<file path="src/rtl/alu_mc.sv">
// Multicycle WIDTH-bit ALU with valid/ready on both sides; MUL is iterative shift-add.
// Define ALU_DIV_EN to build the restoring divider (opcode 1010) and drive DZ.
//
// state | meaning
// IDLE  | waiting for an operation, in_ready high
// BUSY  | MUL/DIV iterating, one step per clock
// DONE  | result and flags held until out_ready
module alu_mc #(
  parameter int WIDTH = 8
) (
  input  logic                 clk,
  input  logic                 rst_n,
  input  logic                 in_valid,
  output logic                 in_ready,
  input  logic [WIDTH-1:0]     A,
  input  logic [WIDTH-1:0]     B,
  input  logic [3:0]           ALU_Sel,
  output logic                 out_valid,
  input  logic                 out_ready,
  output logic [2*WIDTH-1:0]   Y,
  output logic                 Z,
  output logic                 N,
  output logic                 C,
  output logic                 V,
  output logic                 DZ
);

  localparam int YW = 2 * WIDTH;
  localparam int CW = $clog2(WIDTH + 1);

  typedef enum logic [1:0] {IDLE, BUSY, DONE} state_t;

  state_t            state_q, state_d;
  logic [CW-1:0]     cnt_q, cnt_d;
  logic [WIDTH-1:0]  opa_q, opa_d;
  logic [WIDTH-1:0]  hi_q, hi_d;
  logic [WIDTH-1:0]  lo_q, lo_d;
  logic [YW-1:0]     y_q, y_d;
  logic              z_q, z_d, n_q, n_d, c_q, c_d, v_q, v_d;
`ifdef ALU_DIV_EN
  logic [WIDTH-1:0]  opb_q, opb_d;
  logic              div_q, div_d;
  logic              dz_q, dz_d;
  logic [WIDTH:0]    div_shift;
  logic [WIDTH:0]    div_diff;
  logic              div_ge;
`endif

  logic [WIDTH:0]    add_full, sub_full, mul_sum;
  logic [YW-1:0]     sc_y;
  logic              sc_c, sc_v, sc_mc;
  logic [WIDTH-1:0]  step_hi, step_lo;

  assign add_full = {1'b0, A} + {1'b0, B};
  assign sub_full = {1'b0, A} - {1'b0, B};

  // Single-cycle results straight from the input operands
  always_comb begin
    sc_y  = '0;
    sc_c  = 1'b0;
    sc_v  = 1'b0;
    sc_mc = 1'b0;
    case (ALU_Sel)
      4'h0: begin
        sc_y[WIDTH-1:0] = add_full[WIDTH-1:0];
        sc_c = add_full[WIDTH];
        sc_v = (A[WIDTH-1] == B[WIDTH-1]) && (add_full[WIDTH-1] != A[WIDTH-1]);
      end
      4'h1: begin
        sc_y[WIDTH-1:0] = sub_full[WIDTH-1:0];
        sc_c = sub_full[WIDTH];
        sc_v = (A[WIDTH-1] != B[WIDTH-1]) && (sub_full[WIDTH-1] != A[WIDTH-1]);
      end
      4'h2: sc_y[WIDTH-1:0] = A & B;
      4'h3: sc_y[WIDTH-1:0] = A | B;
      4'h4: sc_y[WIDTH-1:0] = A ^ B;
      4'h5: sc_y[WIDTH-1:0] = {A[WIDTH-2:0], 1'b0};
      4'h6: sc_y[WIDTH-1:0] = {1'b0, A[WIDTH-1:1]};
      4'h7: sc_mc = 1'b1;
      4'h8: sc_y[0] = ($signed(A) < $signed(B));
      4'h9: sc_y[0] = (A == B);
`ifdef ALU_DIV_EN
      4'hA: sc_mc = 1'b1;
`endif
      4'hB: sc_y[WIDTH-1:0] = {A[WIDTH-1], A[WIDTH-1:1]};
      default: ;
    endcase
  end

  // One iteration: MUL adds the multiplicand into the high half and shifts right;
  // DIV shifts the dividend into the remainder and subtracts when it fits.
  assign mul_sum = {1'b0, hi_q} + (lo_q[0] ? {1'b0, opa_q} : '0);

`ifdef ALU_DIV_EN
  assign div_shift = {hi_q, lo_q[WIDTH-1]};
  assign div_ge    = (div_shift >= {1'b0, opb_q});
  assign div_diff  = div_shift - {1'b0, opb_q};
`endif

  always_comb begin
    step_hi = mul_sum[WIDTH:1];
    step_lo = {mul_sum[0], lo_q[WIDTH-1:1]};
`ifdef ALU_DIV_EN
    if (div_q) begin
      step_hi = div_ge ? div_diff[WIDTH-1:0] : div_shift[WIDTH-1:0];
      step_lo = {lo_q[WIDTH-2:0], div_ge};
    end
`endif
  end

  always_comb begin
    state_d = state_q;
    cnt_d   = cnt_q;
    opa_d   = opa_q;
    hi_d    = hi_q;
    lo_d    = lo_q;
    y_d     = y_q;
    z_d     = z_q;
    n_d     = n_q;
    c_d     = c_q;
    v_d     = v_q;
`ifdef ALU_DIV_EN
    opb_d   = opb_q;
    div_d   = div_q;
    dz_d    = dz_q;
`endif
    case (state_q)
      IDLE: begin
        if (in_valid) begin
          opa_d = A;
          hi_d  = '0;
          lo_d  = B;
`ifdef ALU_DIV_EN
          opb_d = B;
          div_d = (ALU_Sel == 4'hA);
          dz_d  = 1'b0;
          if (ALU_Sel == 4'hA) lo_d = A;
`endif
          if (sc_mc) begin
            state_d = BUSY;
            cnt_d   = CW'(WIDTH);
            y_d     = '0;
            z_d     = 1'b0;
            n_d     = 1'b0;
            c_d     = 1'b0;
            v_d     = 1'b0;
          end else begin
            state_d = DONE;
            y_d     = sc_y;
            z_d     = (sc_y == '0);
            n_d     = sc_y[YW-1];
            c_d     = sc_c;
            v_d     = sc_v;
          end
        end
      end
      BUSY: begin
        hi_d  = step_hi;
        lo_d  = step_lo;
        cnt_d = cnt_q - CW'(1);
        if (cnt_q == CW'(1)) begin
          state_d = DONE;
          y_d     = {step_hi, step_lo};
          z_d     = ({step_hi, step_lo} == '0);
          n_d     = step_hi[WIDTH-1];
          c_d     = 1'b0;
          v_d     = 1'b0;
`ifdef ALU_DIV_EN
          dz_d    = div_q && (opb_q == '0);
`endif
        end
      end
      DONE: begin
        if (out_ready) state_d = IDLE;
      end
      default: state_d = IDLE;
    endcase
  end

  always_ff @(posedge clk) begin
    if (!rst_n) begin
      state_q <= IDLE;
      cnt_q   <= '0;
      opa_q   <= '0;
      hi_q    <= '0;
      lo_q    <= '0;
      y_q     <= '0;
      z_q     <= 1'b0;
      n_q     <= 1'b0;
      c_q     <= 1'b0;
      v_q     <= 1'b0;
`ifdef ALU_DIV_EN
      opb_q   <= '0;
      div_q   <= 1'b0;
      dz_q    <= 1'b0;
`endif
    end else begin
      state_q <= state_d;
      cnt_q   <= cnt_d;
      opa_q   <= opa_d;
      hi_q    <= hi_d;
      lo_q    <= lo_d;
      y_q     <= y_d;
      z_q     <= z_d;
      n_q     <= n_d;
      c_q     <= c_d;
      v_q     <= v_d;
`ifdef ALU_DIV_EN
      opb_q   <= opb_d;
      div_q   <= div_d;
      dz_q    <= dz_d;
`endif
    end
  end

  assign in_ready  = (state_q == IDLE) && rst_n;
  assign out_valid = (state_q == DONE);
  assign Y = y_q;
  assign Z = z_q;
  assign N = n_q;
  assign C = c_q;
  assign V = v_q;
`ifdef ALU_DIV_EN
  assign DZ = dz_q;
`else
  assign DZ = 1'b0;
`endif

endmodule
</file>
<file path="config.mk">
export PLATFORM = sky130hd
export DESIGN_NAME = alu_mc
export DESIGN_NICKNAME = d
export VERILOG_FILES = /design/src/rtl/alu_mc.sv
export SDC_FILE = /design/constraint.sdc
export NUM_CORES = 1
export LEC_CHECK = 0
export CORE_MARGIN = 2
export CORE_UTILIZATION = 52
export CTS_CLUSTER_SIZE = 16
export DETAILED_ROUTE_END_ITERATION = 8
export GPL_ROUTABILITY_DRIVEN = 0
export HOLD_SLACK_MARGIN = 0.05
export PLACE_DENSITY_LB_ADDON = 0.12
export SETUP_SLACK_MARGIN = 0.5
export SLEW_MARGIN = 10
export SYNTH_ARGS = -nofsm -noshare
export SYNTH_HDL_FRONTEND = slang
export SYNTH_SLANG_ARGS = --single-unit
</file>
<file path="constraint.sdc">
create_clock -name clk -period 7.16 [get_ports clk]
set_clock_uncertainty 0.2 [all_clocks]
set_input_delay 1.074 -clock clk [delete_from_list [all_inputs] [get_ports clk]]
set_output_delay 1.074 -clock clk [all_outputs]
set_load 0.01 [all_outputs]
</file>
placement_by_type.png
Scale: 3 px per um.
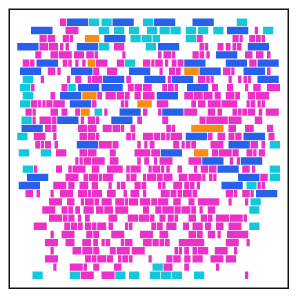
colour	class	cells	share of their area
cyan	other buffers and delay cells	48	11%
orange	clock drivers and dummy loads	8	2.6%
blue	flops	49	22%
magenta	combinational and other logic	431	65%
sequential cell area share: 21.22%
Finished Core Util: 60.45%
Rows: 32

placement.png
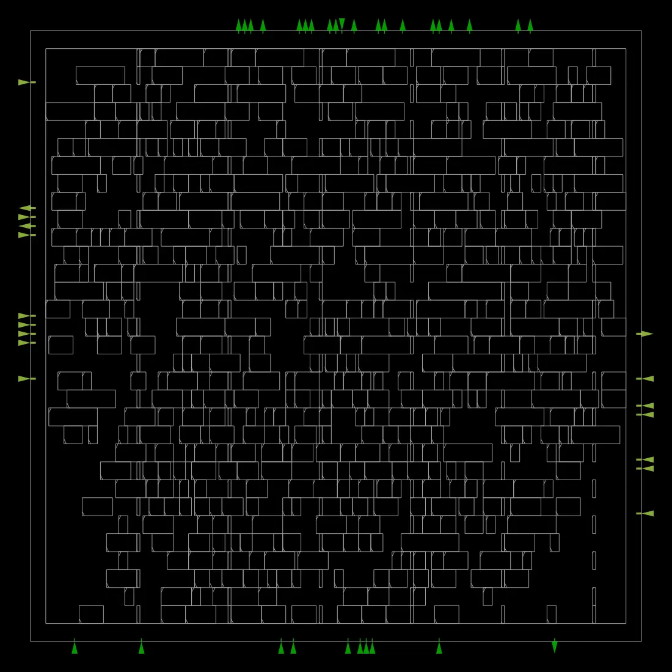
Finished Layout Cells: 638
Seq cells: 49
# Taps: 102
FILL cells: 728

clk_routes.png
Scale: 3 px per um.
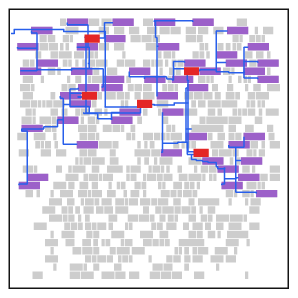
[purple] flip-flops | count: 49
[red] clock drivers | count: 5
[blue] clock wires | length: 621 um
routed clock nets	6

io_fan.png
Scale: 4 px per um.
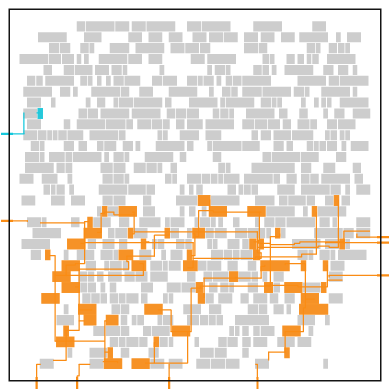
colour	port	bits	direction	end cells	buffers	wire
cyan	`out_ready`	1	input	1	1	8.90 um
orange	`A`	8	input	52	8	652 um

==> results.toml <==
# yosys + openroad results
[cells_and_area]
regArea_um2 = 980.9
layout.nets = 599
drive_gt1_share_pct = 5.410
synthToLayoutAreaGrowth_pct = 13.52
comb_area_um2 = 2829
fin_area_um2 = 4623
layout_top_cell = "nand2_1"

[pwr]
sw_frac_of_total_pct = 32.05
seq_power_share_pct = 43.0
power.switching_w = 0.0002211
p_per_area_nw_per_um2 = 149.2
leakagePower_nw = 1.912

[yosys]
syn_area_per_cell_um2 = 7.954
syn_nets = 576
ys_seq_share_pct = 24.09
ys_ff = 49
edf_count = 0
async_flop_share_pct = 0
yosys.cell_types.count = 73
synth_adder_area_share_pct = 12.84
xor_share_pct = 1.935

[sta]
finalSetupTns_ns = 0
holdWs_ns = 0.2681
fmax_ghz = 0.2532
tightest_slew_ns = 0.9551

[drt]
viasPerCell = 6.190
firstDrtPassIters = 6
wirelength_mm = 11.52
wire_per_inst_um = 18.06
ant_nets = 0

[grt]
grt_usage_pct = 27.58
grt_pass1_wl_mm = 18.84
grt_max_degree = 52
antenna_found_initial = 0

[clocking]
cts_buffers = 5
cts_htree_levels = 2
hold_buffers = 0
cts_resized = 0
clk_path_buf_depth = 2

[placed_design]
io_buffers = 45

[floorplanning]
core_um2 = 7647
io-pin-count = 47

[status]
run_status = "completed"

[worst_hold_path]
hold_path_class = "flop to flop"
## layout make-up
cell class,count,area share (%)
Sequential cell,49,21.22
Timing Repair Buffer,48,10.23
Tap cell,102,2.760
Clock inverter,3,1.001
Clock buffer,5,1.488
Multi-Input combinational cell,405,61.19
Inverter,26,2.111
## synthesized netlist by cell type (all sizes together) (4+ instances only)
cell | count | share of area, %
a221oi | 7 | 1.7
o221a | 7 | 1.9
nand3 | 8 | 0.98
and2 | 18 | 2.8
nand4 | 6 | 0.92
a21boi | 18 | 3.3
nor2b | 21 | 3.2
nor2 | 42 | 3.9
buf | 14 | 2.4
nand2 | 55 | 5.1
nor3 | 10 | 1.4
nor4b | 5 | 1.6
a21o | 7 | 1.3
a21oi | 25 | 3.1
ha | 37 | 11
nor3b | 8 | 1.5
and3 | 5 | 0.77
o21bai | 4 | 0.74
dfxtp | 49 | 24
nor4 | 4 | 0.92
inv | 26 | 2.4
or4 | 4 | 0.83
o21ai | 22 | 2.7
a31oi | 6 | 0.92
a221o | 4 | 0.98
nand2b | 6 | 0.92
xnor2 | 6 | 1.3
a22oi | 4 | 0.74
clkbuf | 18 | 1.7
or3 | 7 | 1.1
## path summary, 6_finish.rpt
kind	from	end	cells past startpoint
max	A[5]	Z	10
min	opa_q[6]	opa_q[6]	2
max reg2reg	lo_q[0]	Z	10
min reg2reg	opa_q[6]	opa_q[6]	2
## power groups by stage
| stage | registers (W) | clock network [W] | logic, W |
|---|---|---|---|
| finish | 0.000297 | 0.000206 | 0.000187 |
| global route | 0.000298 | 0.000216 | 0.000203 |
| CTS | 0.000297 | 0.000208 | 0.000184 |
| detailed placement | 0.000303 | 0 | 0.000183 |
| global placement | 0.000303 | 0 | 0.000181 |
| floorplan | 0.000300 | 0 | 0.000122 |
## metrics by stage
step	power (W)	utilization (%)	worst slack [ns]	cells
global placement	0.0004837	58.95	2.986	630
global route	0.0007172	60.45	3.122	638
floorplan	0.0004219	-	3.945	512
CTS	0.0006885	60.45	3.221	638
finish	0.0006898	60.45	3.210	638
detailed placement	0.0004855	58.95	2.947	630
## kinds of logic after synthesis
kind of cell,after synthesis
flops,49
fa+ha+maj,40
simple gates,214
xor+xnor,9
other cells,1
mux,3
compound gates,138
buf+inv,58
## routing by layer
layer	track usage [%]	routed length (um)	part of all wire [%]
met1	38.34	5223	45
met2	42.94	5257	46
met3	5.614	843	7.3
met4	8.458	198	1.7
met5	0	0	0
## flip-flops by register name, indices dropped and copies added, names as in the netlist
register	count
C	1
V	1
lo_q	8
state_q	2
hi_q	8
Y	16
opa_q	8
Z	1
cnt_q	4
## critical path: stages
cell,delay (ns)
clkdlybuf4s50_1,0.69
inv_1,0.09
ha_1,0.46
or4_4,0.57
a31oi_1,0.19
nor3_1,0.09
a211o_1,0.32
nor4_2,0.22
nand4_1,0.13
a21oi_1,0.15
Power figures rest on the tool's default switching activity, not on a simulated workload.
